**config.mk**
```make
export PLATFORM = sky130hd
export DESIGN_NAME = pe_array_matcher
export DESIGN_NICKNAME = d
export VERILOG_FILES = /design/src/rtl/pe_array_matcher.sv
export SDC_FILE = /design/constraint.sdc
export NUM_CORES = 1
export LEC_CHECK = 0
export CAP_MARGIN = 20
export CORE_UTILIZATION = 60
export DETAILED_ROUTE_END_ITERATION = 7
export GPL_TIMING_DRIVEN = 0
export HOLD_SLACK_MARGIN = 0.15
export PLACE_DENSITY = 0.9
export SLEW_MARGIN = 20
export SYNTH_ARGS = -nofsm -noshare
export SYNTH_HDL_FRONTEND = slang
export SYNTH_HIERARCHICAL = 1
export SYNTH_SLANG_ARGS = --single-unit
```
**constraint.sdc**
```tcl
create_clock -name clk -period 2.77 [get_ports clk]
set_input_delay 0.554 -clock clk [delete_from_list [all_inputs] [get_ports clk]]
set_output_delay 0.554 -clock clk [all_outputs]
set_load 0.01 [all_outputs]
```
**src/rtl/pe_array_matcher.sv**
```systemverilog
// pe_array_matcher: systolic-style exact/wildcard pattern matcher.
// A pattern of up to NUM_PE elements is loaded through the key stream.
// Text is then streamed one character per accepted beat, and every
// (possibly overlapping) match is reported with the index of its last
// character.
// Optional feature: define PE_WILDCARD_EN to honour the wildcard flag in
// key_data[CHAR_W]. Without it the flag is dropped and elements compare literally.

// One pattern element: stores its character and reports whether it accepts
// the current text character.
module pe_cell #(
   parameter int CHAR_W = 8
) (
   input  logic              clk,
   input  logic              reset,
   input  logic              we_i,
   input  logic [CHAR_W:0]   key_i,
   input  logic [CHAR_W-1:0] text_i,
   output logic              hit_o
);
   logic [CHAR_W-1:0] chr_q;

   // capture the element character when this PE is the load target
   always_ff @(posedge clk) begin
      if (reset)     chr_q <= '0;
      else if (we_i) chr_q <= key_i[CHAR_W-1:0];
   end

`ifdef PE_WILDCARD_EN
   logic wc_q;

   // capture the wildcard flag alongside the character
   always_ff @(posedge clk) begin
      if (reset)     wc_q <= 1'b0;
      else if (we_i) wc_q <= key_i[CHAR_W];
   end

   assign hit_o = wc_q | (chr_q == text_i);
`else
   logic unused_wc;
   assign unused_wc = key_i[CHAR_W];
   assign hit_o     = (chr_q == text_i);
`endif
endmodule

module pe_array_matcher #(
   parameter int NUM_PE = 16,
   parameter int CHAR_W = 8,
   parameter int POS_W  = 16,
   localparam int PLEN_W = $clog2(NUM_PE + 1)
) (
   input  logic              clk,
   input  logic              reset,
   input  logic              pat_clear,
   input  logic              key_valid,
   output logic              key_ready,
   input  logic [CHAR_W:0]   key_data,
   input  logic              key_last,
   input  logic              text_valid,
   output logic              text_ready,
   input  logic [CHAR_W-1:0] text_data,
   input  logic              text_last,
   output logic              match_valid,
   input  logic              match_ready,
   output logic [POS_W-1:0]  match_pos,
   output logic [PLEN_W-1:0] pat_len,
   output logic              busy
);
   typedef enum logic [1:0] {IDLE, LOAD, RUN} state_t;

   state_t              state_q, state_d;
   logic [PLEN_W-1:0]   plen_q, plen_d;
   logic [NUM_PE-1:0]   s_q, s_d, s_nxt, hit, pe_we;
   logic [POS_W-1:0]    pos_q, pos_d, mpos_q, mpos_d;
   logic                mv_q, mv_d;
   logic                key_fire, text_fire, match_hit;

   assign key_fire   = key_valid & key_ready;
   assign text_ready = busy & ~pat_clear & (~mv_q | match_ready);
   assign text_fire  = text_valid & text_ready;

   // per-element storage and comparators
   for (genvar k = 0; k < NUM_PE; k++) begin : g_pe
      assign pe_we[k] = key_fire & (plen_q == PLEN_W'(k));
      pe_cell #(.CHAR_W(CHAR_W)) u_pe (
         .clk    (clk),
         .reset  (reset),
         .we_i   (pe_we[k]),
         .key_i  (key_data),
         .text_i (text_data),
         .hit_o  (hit[k])
      );
   end

   // FSM next state and handshake outputs; pat_clear overrides everything
   always_comb begin
      state_d   = state_q;
      key_ready = 1'b0;
      busy      = (state_q == RUN);
      case (state_q)
         IDLE, LOAD: begin
            key_ready = ~pat_clear;
            if (key_fire)
               state_d = (key_last || plen_q == PLEN_W'(NUM_PE - 1)) ? RUN : LOAD;
         end
         default: ;
      endcase
      if (pat_clear) state_d = IDLE;
   end

   // shift-and-match: each PE extends the partial match of its predecessor
   always_comb begin
      s_nxt     = '0;
      match_hit = 1'b0;
      for (int i = 0; i < NUM_PE; i++) begin
         if (PLEN_W'(i) < plen_q)
            s_nxt[i] = hit[i] & ((i == 0) ? 1'b1 : s_q[(i == 0) ? 0 : i - 1]);
         if (PLEN_W'(i + 1) == plen_q)
            match_hit = s_nxt[i];
      end
   end

   // datapath next state: pattern length, PE state, position and match report
   always_comb begin
      plen_d = plen_q;
      s_d    = s_q;
      pos_d  = pos_q;
      mv_d   = mv_q;
      mpos_d = mpos_q;
      if (key_fire) plen_d = plen_q + 1'b1;
      if (mv_q && match_ready) mv_d = 1'b0;
      if (text_fire) begin
         if (match_hit) begin
            mv_d   = 1'b1;
            mpos_d = pos_q;
         end
         // end of stream: no partial match may carry into the next stream
         s_d   = text_last ? '0 : s_nxt;
         pos_d = text_last ? '0 : pos_q + 1'b1;
      end
      if (pat_clear) begin
         plen_d = '0;
         s_d    = '0;
         pos_d  = '0;
         mv_d   = 1'b0;
         mpos_d = '0;
      end
   end

   // state registers
   always_ff @(posedge clk) begin
      if (reset) begin
         state_q <= IDLE;
         plen_q  <= '0;
         s_q     <= '0;
         pos_q   <= '0;
         mv_q    <= 1'b0;
         mpos_q  <= '0;
      end else begin
         state_q <= state_d;
         plen_q  <= plen_d;
         s_q     <= s_d;
         pos_q   <= pos_d;
         mv_q    <= mv_d;
         mpos_q  <= mpos_d;
      end
   end

   assign match_valid = mv_q;
   assign match_pos   = mpos_q;
   assign pat_len     = plen_q;
endmodule
```
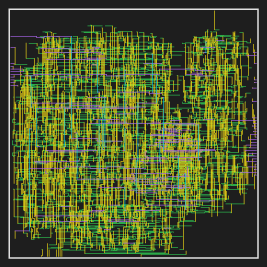
Figure 1: run 1, signal wires by layer.
Drawn at 2 px/um.
purple -> metal 3  # wire length 1490 um
green -> metal 1  # wire length 9410 um
cyan -> metal 4  # wire length 490 um
yellow -> metal 2  # wire length 10500 um

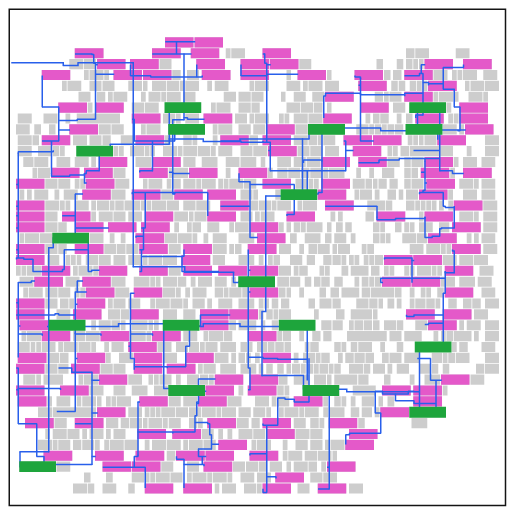
Figure 2: run 1, clock wires, drivers and flops.
Drawn at 4 px/um.
magenta -> flip-flops  # count 183
blue -> clock wires  # length 1970 um
green -> clock drivers  # count 17
routed clock nets = 18

==> GITHUB_STEP_SUMMARY, run 1 <==
## PnR job results

| Metric | Value |
|---|---|
| Avg Inst Size Synth | 9.19 um^2 |
| Worst Hold Depth | 2 |
| Worst-Margin Slew | 1.03 ns |
| CP Capture Type | flip-flop |
| Pleak | 3.26 nW |
| Critical Path AT | 3.04 ns |
| Synth Seq Share | 41.2% |
| Cell count after synthesis | 967 |
| Top Ports | 50 |
| Number of port buffers | 48 |
| WP depth | 11 |
| Tmin final | about 2.7 ns |
| Critical-path top delay cell | buf_2 |
| Reg2Reg Launch Point | pat_len[1] |
| Max incr delay on CP | around 0.49 ns |
| Count leader, synth | nor2_1 |
| Worst setup margin | around 0.050 ns |
| Starting DRT DRC Count | 563 |
| Final-stage net count | approximately 1100 |
| 1st-pass router iterations | 5 |
| Yosys Instances | 967 |
| Final GP Congestion | around 0.97 |
| Worst-case reg-to-reg path depth | 10 |
| H-tree depth | 4 |
| Clk pin slew, worst setup/hold paths | around 0.07 ns |
| Run status | finished, final reports clean |
| Post-detail-place hpwl | 14000 um |
| Antenna Nets Post-Route | 0 |
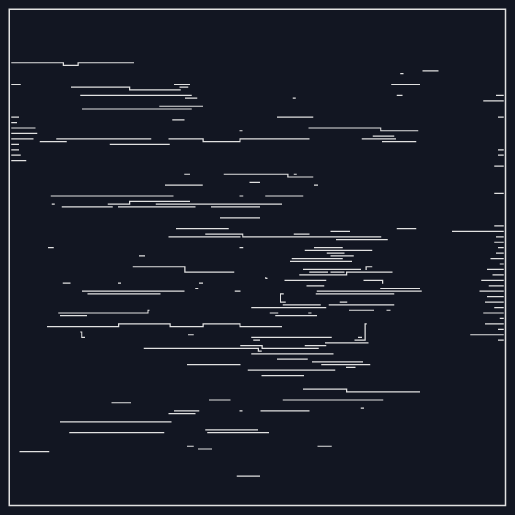
Figure 3: run 1, met3 routing.
Drawn at 4 px/um.
wire length on this layer = 1490 um
nets with wire on the layer = 109
share of all routed wire = 6.8%
longest straight run = 34.5 um

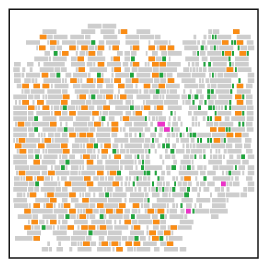
Figure 4: run 1, logic cells by family.
Drawn at 2 px/um.
orange -> mux cells  # cells 145, where spread over the die
magenta -> non-inverting ao/oa cells  # cells 4
green -> nand cells  # cells 120

[run 1: sequential cells by signal, summed over array words and instances (netlist names)]
signal,count
g_pe.u_pe/chr_q,128
match_pos,16
match_valid,1
pat_len,5
pos_q,16
s_q,15
state_q,2
[run 1: routing by layer]
metal / wire [um] / GRT usage (%)
met5: 0 / 0
met4: 489 / 12.7
met3: 1490 / 6.14
met2: 10500 / 50.2
met1: 9410 / 38.4
[run 1: cells in the final DEF (no fill, tap or decap), types with 19 or more instances in the layout]
cell / Yosys / routed
a21oi_1: 31 / 31
buf_6: 19 / 19
clkdlybuf4s50_1: 0 / 40
dfxtp_1: 183 / 183
mux2i_1: 145 / 145
nand2_1: 65 / 65
nand4_1: 35 / 35
nor2_1: 189 / 189
xnor2_1: 136 / 136
[run 1: report_power, final]
group / leakage [nW] / internal [mW] / switching, mW / total [mW]
Combinational: 1.49 / 0.123 / 0.226 / 0.349
Sequential: 1.47 / 2.64 / 0.00667 / 2.65
Clock: 0.293 / 1.45 / 1.05 / 2.50
Total: 3.26 / 4.21 / 1.28 / 5.50
[run 1: worst min-delay path, delay by kind of cell (launching register included)]
kind	cells	cell delay, ns
simple gates	1	0.05
flops	1	0.31
mux	1	0.05
[run 1: cell families after synthesis]
| group | share of synthesized area, % |
|---|---|
| DFF | 41.2 |
| and+or+nand+nor | 18.4 |
| adders and majority gates | 0.563 |
| buffers and inverters | 4.51 |
| AOI/OAI and AO/OA | 4.93 |
| muxes | 16.3 |
| xor gates and xnor gates | 14.0 |
[run 1: how the worst min path moves through the flow]
stage	from	slack (ns)	endpoint
6_report	match_pos[14]	0.46	match_pos[14]
5_1_grt	match_pos[1]	0.48	match_pos[1]
4_1_cts	match_pos[14]	0.46	match_pos[14]
3_5_place_dp	match_pos[14]	0.45	match_pos[14]
3_3_place_gp	s_q[8]	0.44	s_q[8]
2_1_floorplan	s_q[8]	0.43	s_q[8]
[run 1: what timing repair did]
item	in CTS	in global routing
setup endpoints to repair	18	18
hold buffers	0	0
pin swaps	0	1
cloned	0	0
gates resized	24	3
setup buffers	0	2
[run 1: metrics by stage]
stage          total power [mW]  setup TNS [ns]  area (um^2)  utilization (%)
2_1_floorplan              2.88               0         8880                -
3_3_place_gp               3.05          -26.18         9600             66.3
3_5_place_dp               3.05          -27.29         9580             66.2
4_1_cts                    5.53               0        10200             70.2
5_1_grt                    5.64        -0.00842        10200             70.4
6_report                   5.50               0        10200             70.4
[run 1: layout make-up]
cell class              instances  share of cell area [%]
inverters                       8                   0.295
repair buffers                 50                    4.49
flip-flops and latches        183                    36.0
plain buffers                  58                    3.64
multi-input cells             718                    47.4
well taps                     184                    2.26
clock buffers                  18                    4.31
clock inverters                13                    1.68
==> run 2, diff against run 1 <==
--- a/config.mk
+++ b/config.mk
@@ -6,11 +6,11 @@
 export NUM_CORES = 1
 export LEC_CHECK = 0
 export CAP_MARGIN = 20
-export CORE_UTILIZATION = 60
+export CORE_UTILIZATION = 50
 export DETAILED_ROUTE_END_ITERATION = 7
 export GPL_TIMING_DRIVEN = 0
 export HOLD_SLACK_MARGIN = 0.15
-export PLACE_DENSITY = 0.9
+export PLACE_DENSITY = 0.79
 export SLEW_MARGIN = 20
 export SYNTH_ARGS = -nofsm -noshare
 export SYNTH_HDL_FRONTEND = slang
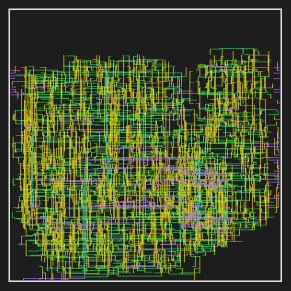
Figure 5: run 2, signal wires by layer.
Drawn at 2 px/um.
purple -> metal 3  # wire length 1380 um
yellow -> metal 2  # wire length 10400 um
green -> metal 1  # wire length 10200 um
cyan -> metal 4  # wire length 348 um

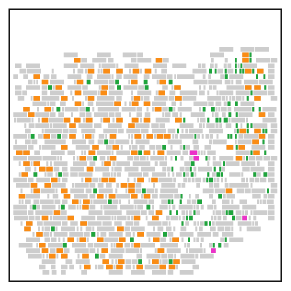
Figure 6: run 2, logic cells by family.
Drawn at 2 px/um.
magenta -> non-inverting ao/oa cells  # cells 4
green -> nand cells  # cells 120
orange -> mux cells  # cells 145, where spread over the die

==> run 2 against run 1 <==
Worst hold slack gained 0.0041 ns; largest cell class unchanged; clock power decreased by 2%; utilization shrank 11 points; synthesized cell count stayed put; cell count up 3.2%; critical path type unchanged; first-iteration DRC count is 4.8% higher; global-route usage fell by 4.9 points; via count is 0.77% lower; sequential power about the same; final area up 0.42%.
==> GITHUB_STEP_SUMMARY, run 2 <==
## PnR job results

| Metric | Value |
|---|---|
| Count leader, synth | nor2_1 |
| Tmin final | 2.63 ns (-0.0906 ns) |
| Antenna cells | 0 |
| Die H | approximately 140 um |
| Initial antenna violation count | 0 |
| Post-CTS Hold Fix Bufs | 0 (unchanged) |
| Cell count after synthesis | 967 (unchanged) |
| Run status | finished, final reports clean |
| Yosys synthesis warning count | 6 |
| Max reg flops | 128 (unchanged) |
| Layout Utilization | 59.2% (-11 points) |
| Pleak | 3.25 nW (-0.24%) |
| PwrDens | between 500 and 600 nW/um^2 |
| GRT overflow | 0 |
| Worst-Margin Slew | 1.06 ns (+0.0292 ns) |
| Clk pin slew, worst setup/hold paths | 0.07 ns (about the same) |
| CP Capture Type | flip-flop |
| GRT Util Overall | around a quarter |
| H-tree depth | 4 (unchanged) |
| Chip Width | roughly 140 um |
| # Max-Cap Violations | 0 |
| Avg Inst Size Synth | 9.19 um^2 (unchanged) |
| Yosys Instances | 967 (unchanged) |
| Worst setup margin | 0.141 ns (+0.0906 ns) |
| 1st-pass router iterations | 5 (unchanged) |
| DR vias/cell | 5.56 |
| Top Ports | 50 (unchanged) |
| Final-stage net count | 1063 (-0.19%) |
| Max incr delay on CP | 0.41 ns (-0.08 ns) |
| CTS Buffer Depth | 2 |
| Final Power | 5.45 mW (-0.88%) |
| Number of port buffers | 48 (unchanged) |
| Critical Path AT | 2.95 ns (-0.09 ns) |
| Critical-path top delay cell | a2111oi_4 |
| Antenna Nets Post-Route | 0 (unchanged) |
| First-pass GRT wire length | 35700 um |
| Starting DRT DRC Count | 590 (+4.8%) |
| Crit start category | input port |
| Synth Seq Share | 41.2% (unchanged) |
| Largest Register | g_pe.u_pe/chr_q |
| Final GP Congestion | 0.940 (-3.3%) |
| Most instantiated logic cells after routing | 189 x nor2_1, 183 x dfxtp_1, 145 x mux2i_1, 136 x xnor2_1, 65 x nand2_1 |
| Top cell excl fill/tap | nor2_1 |
| Worst skew pair latency | 0.44 ns |
| Cell taking the most area after synthesis | dfxtp_1 |
| Post-detail-place hpwl | 14100 um (+1.0%) |
run 2: logic make-up (layout without fill, tap and decap cells):
logic type | Yosys count | after routing | synth area share, %
mux | 145 | 145 | 16.3
simple gates | 363 | 363 | 18.4
flops | 183 | 183 | 41.2
xor+xnor | 142 | 142 | 14.0
compound gates | 64 | 64 | 4.93
buf+inv | 66 | 146 | 4.51
fa+ha+maj | 4 | 4 | 0.563
run 2: final timing paths:
check	startpoint	to	slack (ns)	depth (start not counted)
max	text_data[7]	match_pos[0]	0.14	11
min	match_pos[14]	match_pos[14]	0.46	2
max reg2reg	pat_len[3]	g_pe[13].u_pe/chr_q[4]	0.14	9
min reg2reg	match_pos[14]	match_pos[14]	0.46	2
run 2: per-layer routing:
metal / up-vias / track usage (%) / part of all wire [%]
met2: 240 / 42.1 / 47
met3: 32 / 5.39 / 6.2
met4: 0 / 7.37 / 1.6
li1: 3423 / - / -
met5: - / 0 / 0
met1: 3373 / 33.2 / 46
run 2: tightest hold or removal path: cells and delay by family, from the launching register on:
family,cells,cell delay [ns]
mux,1,0.05
simple gates,1,0.05
flops,1,0.31
run 2: what timing repair did:
action,CTS,global route
endpoints found under the setup margin,17,18
pin swaps,0,1
setup buffers,0,1
resized,21,8
run 2: layout make-up:
class	count	area (um^2)
buffer	57	367
clock buffer	20	457
clock inverter	12	139
fill	1506	7070
inverter	8	30.0
multi-input combinational	718	4830
sequential	183	3660
tap	225	282
timing repair buffer	49	468
run 2: power breakdown:
| part | total [mW] | switching (mW) | leakage [nW] | internal (mW) |
|---|---|---|---|---|
| clock | 2.45 | 1.06 | 0.285 | 1.39 |
| sequential | 2.64 | 0.00627 | 1.47 | 2.64 |
| combinational | 0.352 | 0.226 | 1.49 | 0.127 |
| total | 5.45 | 1.29 | 3.25 | 4.15 |
run 2: stage by stage:
step | setup TNS, ns | hold slack [ns] | std cells | area, um^2
finish | 0 | 0.462 | 1272 | 10200
global route | 0 | 0.481 | 1272 | 10200
CTS | 0 | 0.460 | 1272 | 10200
detailed placement | -32.50 | 0.453 | 1240 | 9630
global placement | -31.87 | 0.442 | 1240 | 9650
floorplan | 0 | 0.432 | 967 | 8880
Power is estimated from default activity; no workload was simulated.
